==> config.mk <==
export PLATFORM = sky130hd
export DESIGN_NAME = mem_arbiter_ctrl_flat
export DESIGN_NICKNAME = d
export VERILOG_FILES = /design/src/rtl/mem_arbiter_ctrl_pkg.sv /design/src/rtl/mem_arbiter_ctrl_if.sv /design/src/rtl/mem_arbiter_ctrl_streak.sv /design/src/rtl/mem_arbiter_ctrl.sv /design/src/flat_wrapper.sv
export SDC_FILE = /design/constraint.sdc
export NUM_CORES = 1
export LEC_CHECK = 0
export CAP_MARGIN = 15
export CORE_ASPECT_RATIO = 0.5
export CORE_MARGIN = 1.5
export CORE_UTILIZATION = 39
export CTS_CLUSTER_SIZE = 10
export DETAILED_ROUTE_END_ITERATION = 10
export PLACE_DENSITY_LB_ADDON = 0.25
export SKIP_CTS_REPAIR_TIMING = 1
export SLEW_MARGIN = 30
export SYNTH_ARGS = -nofsm -noshare
export SYNTH_HDL_FRONTEND = slang
export SYNTH_HIERARCHICAL = 1
export SYNTH_SLANG_ARGS = --single-unit
==> constraint.sdc <==
create_clock -name CLK -period 3.2 [get_ports CLK]
set_input_delay 0.64 -clock CLK [delete_from_list [all_inputs] [get_ports CLK]]
set_output_delay 0.64 -clock CLK [all_outputs]
set_load 0.02 [all_outputs]
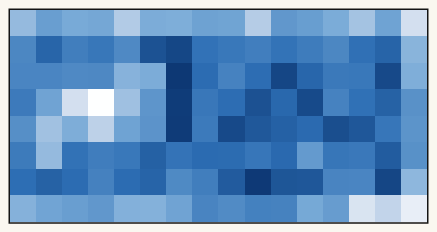
(run_1/density.png)
The die is cut into 16 by 8 equal tiles; white is low, dark blue is high, 0 to 100% covered.
tiles over 75% full: 29%
emptiest ninth of the die: middle left
fullest tile: 97%
nearly empty tiles: 0.80%
fin util: 0.7268
Core Box Area: 12,120 um2
initial core utilization: 0.4094

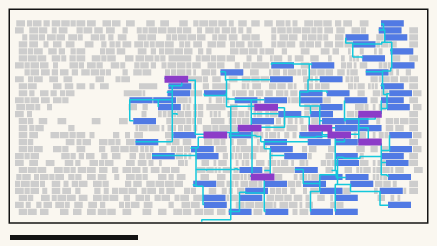
(run_1/clock_map.png)
Scale bar: 50 um.
[clock wires] cyan | length: 913 um
[cells driving clock nets] purple | count: 9
[flip-flops] blue | count: 78
routed clock nets: 10
clock-net power: 950 uW
clock share of power: 0.187
clk_lat worst skew: 330 ps
Worst Clk Skew: 8.383 ps

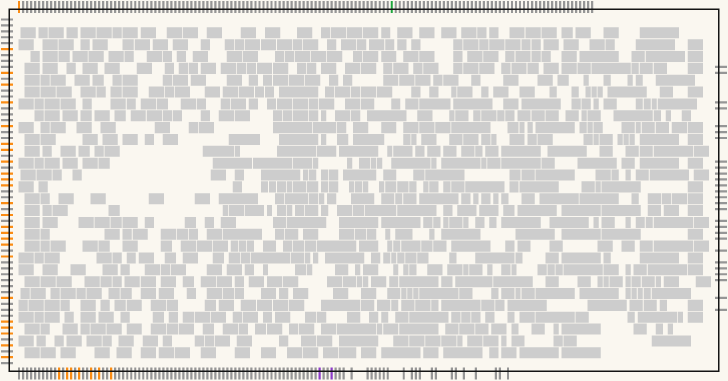
(run_1/pins.png)
Pins as bars across the die edge, other pins in gray.
[`bus_dstore`] orange | pins: 32 | direction: input | edge: 24 left, 7 bottom, 1 top
[`bus_ramstate`] purple | pins: 2 | direction: input | edge: bottom
[`bus_iREN`] green | pins: 1 | direction: input | edge: top
Die Ht: 82.76 um
Die W: 162.5 um
PortBufs: 331

==> run_results.csv, run 1 <==
group,metric,value,unit
power,finalPower,5.087,mW
cts,cts_buffer_depth,2,
die,die_area,13450,um2
logic_synthesis,top_area_frac,0.3933,
worst_setup_path,cp-end-kind,"output pin",
grt,antenna_found_initial,1,
final_timing,period_needed,3142,ps
final_timing,setup_viol,0,
logic_synthesis,top_area_cell,"dfrtp_1",
worst_setup_path,worstPathArrival,2500,ps
logic_synthesis,async_flop_share,1.000,
grt,grt_pass1_vias,5011,
final_timing,setup_ws,58.31,ps
final_timing,setup_tns,0,ps
placed_design,placed_cell_area,8513,um2
cts,cts-root-buf,"clkbuf_16",
grt,grt_pass1_wl,27.17,mm
logic_synthesis,fp_nets,698,
final_timing,drv_slew,0,
drt,avgViaCountPerCell,5.109,
power,pwr_density_cell,577.4,nW/um2
logic_synthesis,ys.flops,78,
placed_design,place.gp.congestion,0.7979,
logic_synthesis,yosys_most_used_dff,"dfrtp_1",
power,switching_power,2.070,mW
cells_and_area,fill_cells,926,
worst_setup_path,cp_cell_sequence,"clkdlybuf4s50_1 > and3b_1 > buf_12 > and3_1 > clkdlybuf4s50_1",
cells_and_area,mostFrequentLayoutCells,"clkdlybuf4s50_1 (327), dfrtp_1 (78), and3_1 (73)",
logic_synthesis,yosys_area,4962,um2
drt,drt_iter0_markers,488,
final_timing,rsz0062_at_grt,"false",
drt,routed_wl,18.61,mm
cells_and_area,stdcell_count,1049,
logic_synthesis,synth-simple-area-share,0.3374,
logic_synthesis,netlist_logic_family_top,"simple AND/OR/NAND/NOR gates",
run_status,status,"finished, final reports clean",
cts,cts_sinks,78,
power,p_int,3.017,mW
job,tool_warnings,30,
worst_setup_path,crit_path_frequent_cell,"clkdlybuf4s50_1",
cells_and_area,lay_top_count,"clkdlybuf4s50_1",
final_timing,whs,333.7,ps
die,ios,332,
power,seqPwrFrac,0.231,
power,power_leader,"combinational cells",
cells_and_area,drive_gt1_frac,0.05430,
power,swShare,0.4069,
-- run 1: routing by layer --
| layer | up-vias | wire [um] | part of all wire | global-route usage |
|---|---|---|---|---|
| li1 | 2595 | - | - | - |
| met1 | 2591 | 7997 | 0.43 | 0.3388 |
| met2 | 161 | 9196 | 0.49 | 0.4487 |
| met3 | 10 | 1302 | 0.070 | 0.07542 |
| met4 | 2 | 96 | 0.0052 | 0.04862 |
| met5 | - | 12 | 0.00064 | 0 |
-- run 1: Yosys cell counts (2+ instances only) --
| cell type | instances |
|---|---|
| and3_1 | 73 |
| nor2_1 | 28 |
| o21ai_2 | 2 |
| nor3_1 | 10 |
| nand2_1 | 37 |
| and4_1 | 6 |
| o22ai_1 | 2 |
| o21a_1 | 3 |
| a211oi_1 | 2 |
| nand3_1 | 28 |
| xnor2_1 | 48 |
| nor4_1 | 3 |
| dfrtp_1 | 78 |
| ha_1 | 9 |
| o21ai_0 | 4 |
| a21oi_1 | 8 |
| nor2b_1 | 34 |
| clkbuf_1 | 28 |
| and2_1 | 37 |
| a22oi_1 | 32 |
| xor2_1 | 15 |
| nand4_1 | 19 |
| nand2b_1 | 4 |
| inv_1 | 17 |
| or3_1 | 3 |
-- run 1: worst max-delay path: cells and delay by family --
| kind | cells | cell delay, ps |
|---|---|---|
| buffers and inverters | 3 | 1340 |
| AND/OR/NAND/NOR | 2 | 520 |
-- run 1: layout make-up --
type,count,area [um2],share of cell area
Clock buffer,9,225.2,0.02556
Clock inverter,7,55.05,0.006249
Inverter,18,67.56,0.007669
Multi-Input combinational cell,428,2836,0.3220
Sequential cell,78,1952,0.2216
Tap cell,165,206.4,0.02343
Timing Repair Buffer,344,3467,0.3936
--- run 2 (diff from run 1) ---
--- a/config.mk
+++ b/config.mk
@@ -5,7 +5,7 @@
 export SDC_FILE = /design/constraint.sdc
 export NUM_CORES = 1
 export LEC_CHECK = 0
-export CAP_MARGIN = 15
+export CAP_MARGIN = 20
 export CORE_ASPECT_RATIO = 0.5
 export CORE_MARGIN = 1.5
 export CORE_UTILIZATION = 39
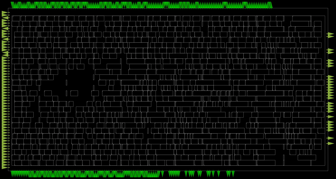
(run_2/final_placement.png)
Layout Cells excl Fill: 1,049
Seq/total area: 0.2216

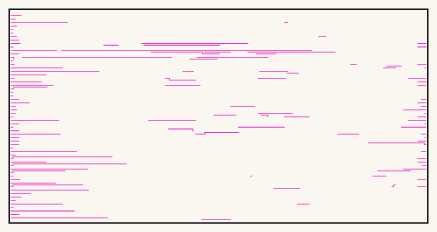
(run_2/met3.png)
nets with wire on the layer: 112
main direction: horizontal
wire length on this layer: 1,300 um
longest straight run: 97.5 um
share of all routed wire: 7.0%
met3 usage: 0.07542
final wirelength: 18.61 mm
total number of vias: 5,359

==> run 2 against run 1 <==
- final cell count unchanged
- critical endpoint unchanged
- die size unchanged
- register-to-register slack about the same
- clock power about the same
- sequential share of layout area unchanged
- clock skew unchanged
- critical path type unchanged
- largest cell class unchanged
- worst hold slack unchanged
- sequential power about the same
- fmax unchanged
==> run_results.csv, run 2 <==
group,metric,value,unit
cells_and_area,mostFrequentLayoutCells,"clkdlybuf4s50_1 (327), dfrtp_1 (78), and3_1 (73)",
grt,top_usage_layer,"met2",
cts,cts_sinks,78,
cells_and_area,drive_gt1_frac,0.05430,
logic_synthesis,ys.flops,78,
grt,grt_pass1_vias,5011,
final_timing,setup_tns,0,ps
grt,grt_pass1_wl,27.17,mm
die,die_area,13450,um2
worst_setup_path,cp-end-kind,"output pin",
placed_design,place.gp.congestion,0.7979,
cells_and_area,fill_cells,926,
job,tool_warnings,30,
drt,avgViaCountPerCell,5.109,
final_timing,fin_skew,8.383,ps
logic_synthesis,top_area_cell,"dfrtp_1",
die,ios,332,
final_timing,whs,333.7,ps
die,core_area,12120,um2
power,swShare,0.4069,
cells_and_area,nNetsFinal,1023,
power,pwr_density_cell,577.4,nW/um2
drt,drt_iter0_markers,488,
cts,cts-root-buf,"clkbuf_16",
power,finalPower,5.087,mW
worst_setup_path,worstPathArrival,2500,ps
power,p_int,3.017,mW
run_status,status,"finished, final reports clean",
placed_design,io_buffer_count,331,
final_timing,setup_viol,0,
cts,worstSkewPairLatency,330,ps
logic_synthesis,top_area_frac,0.3933,
logic_synthesis,top_cell,"dfrtp_1",
final_timing,drv_slew,0,
power,seqPwrFrac,0.231,
logic_synthesis,yosys_most_used_dff,"dfrtp_1",
grt,use_met2,0.4487,
power,switching_power,2.070,mW
logic_synthesis,fp_nets,698,
die,fp.dieW,162.5,um
final_timing,period_needed,3142,ps
logic_synthesis,async_flop_share,1.000,
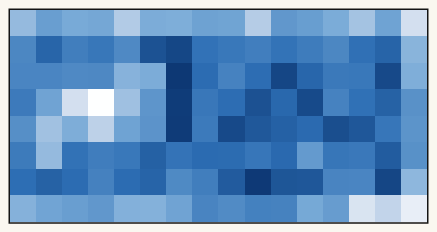
(run_2/density.png)
The die is cut into 16 by 8 equal tiles; white is low, dark blue is high, 0 to 100% covered.
nearly empty tiles: 0.80%
emptiest ninth of the die: middle left
fullest tile: 97%

==> run 2: cell counts after synthesis <==
Identical to the previous run, type by type.
==> run 2: logic make-up (layout without fill, tap and decap cells) <==
family,after synthesis,after routing,synth area share
fa+ha+maj,9,9,0.02269
buf+inv,48,378,0.03807
xor+xnor,63,63,0.1112
simple gates,292,292,0.3374
flops,78,78,0.3933
compound gates,63,63,0.09531
mux,1,1,0.002017
==> run 2: worst max-delay path, cell delays in order <==
cell             delay (ps)
clkdlybuf4s50_1         530
and3b_1                 310
buf_12                  180
and3_1                  210
clkdlybuf4s50_1         630
==> run 2: power groups by stage <==
stage	clock network, mW	logic [mW]	registers, mW
5_1_grt	1.02	3.14	1.19
6_report	0.950	2.96	1.18
2_1_floorplan	0	1.59	1.21
3_5_place_dp	0	2.94	1.19
4_1_cts	0.966	2.95	1.17
3_3_place_gp	0	2.91	1.18
==> run 2: layout make-up <==
| type | instances | area [um2] | area share |
|---|---|---|---|
| Multi-Input combinational cell | 428 | 2836 | 0.3220 |
| Tap cell | 165 | 206.4 | 0.02343 |
| Timing Repair Buffer | 344 | 3467 | 0.3936 |
| Clock buffer | 9 | 225.2 | 0.02556 |
| Sequential cell | 78 | 1952 | 0.2216 |
| Clock inverter | 7 | 55.05 | 0.006249 |
| Inverter | 18 | 67.56 | 0.007669 |
==> run 2: metrics by stage <==
step           cells  worst slack [ps]  instance area [um2]    util
6_report        1049             58.31                 8810  0.7268
2_1_floorplan    554             873.7                 4962       -
5_1_grt         1049             11.20                 8810  0.7268
4_1_cts         1049             81.39                 8793  0.7254
3_5_place_dp    1033             99.58                 8513  0.7023
3_3_place_gp    1033             85.12                 8513  0.7023
==> run 2: metal layers <==
layer	wire (um)	vias to the layer above
met1	7997	2591
met5	12	-
li1	-	2595
met2	9196	161
met3	1302	10
met4	96	2
Power figures rest on the tool's default switching activity, not on a simulated workload.
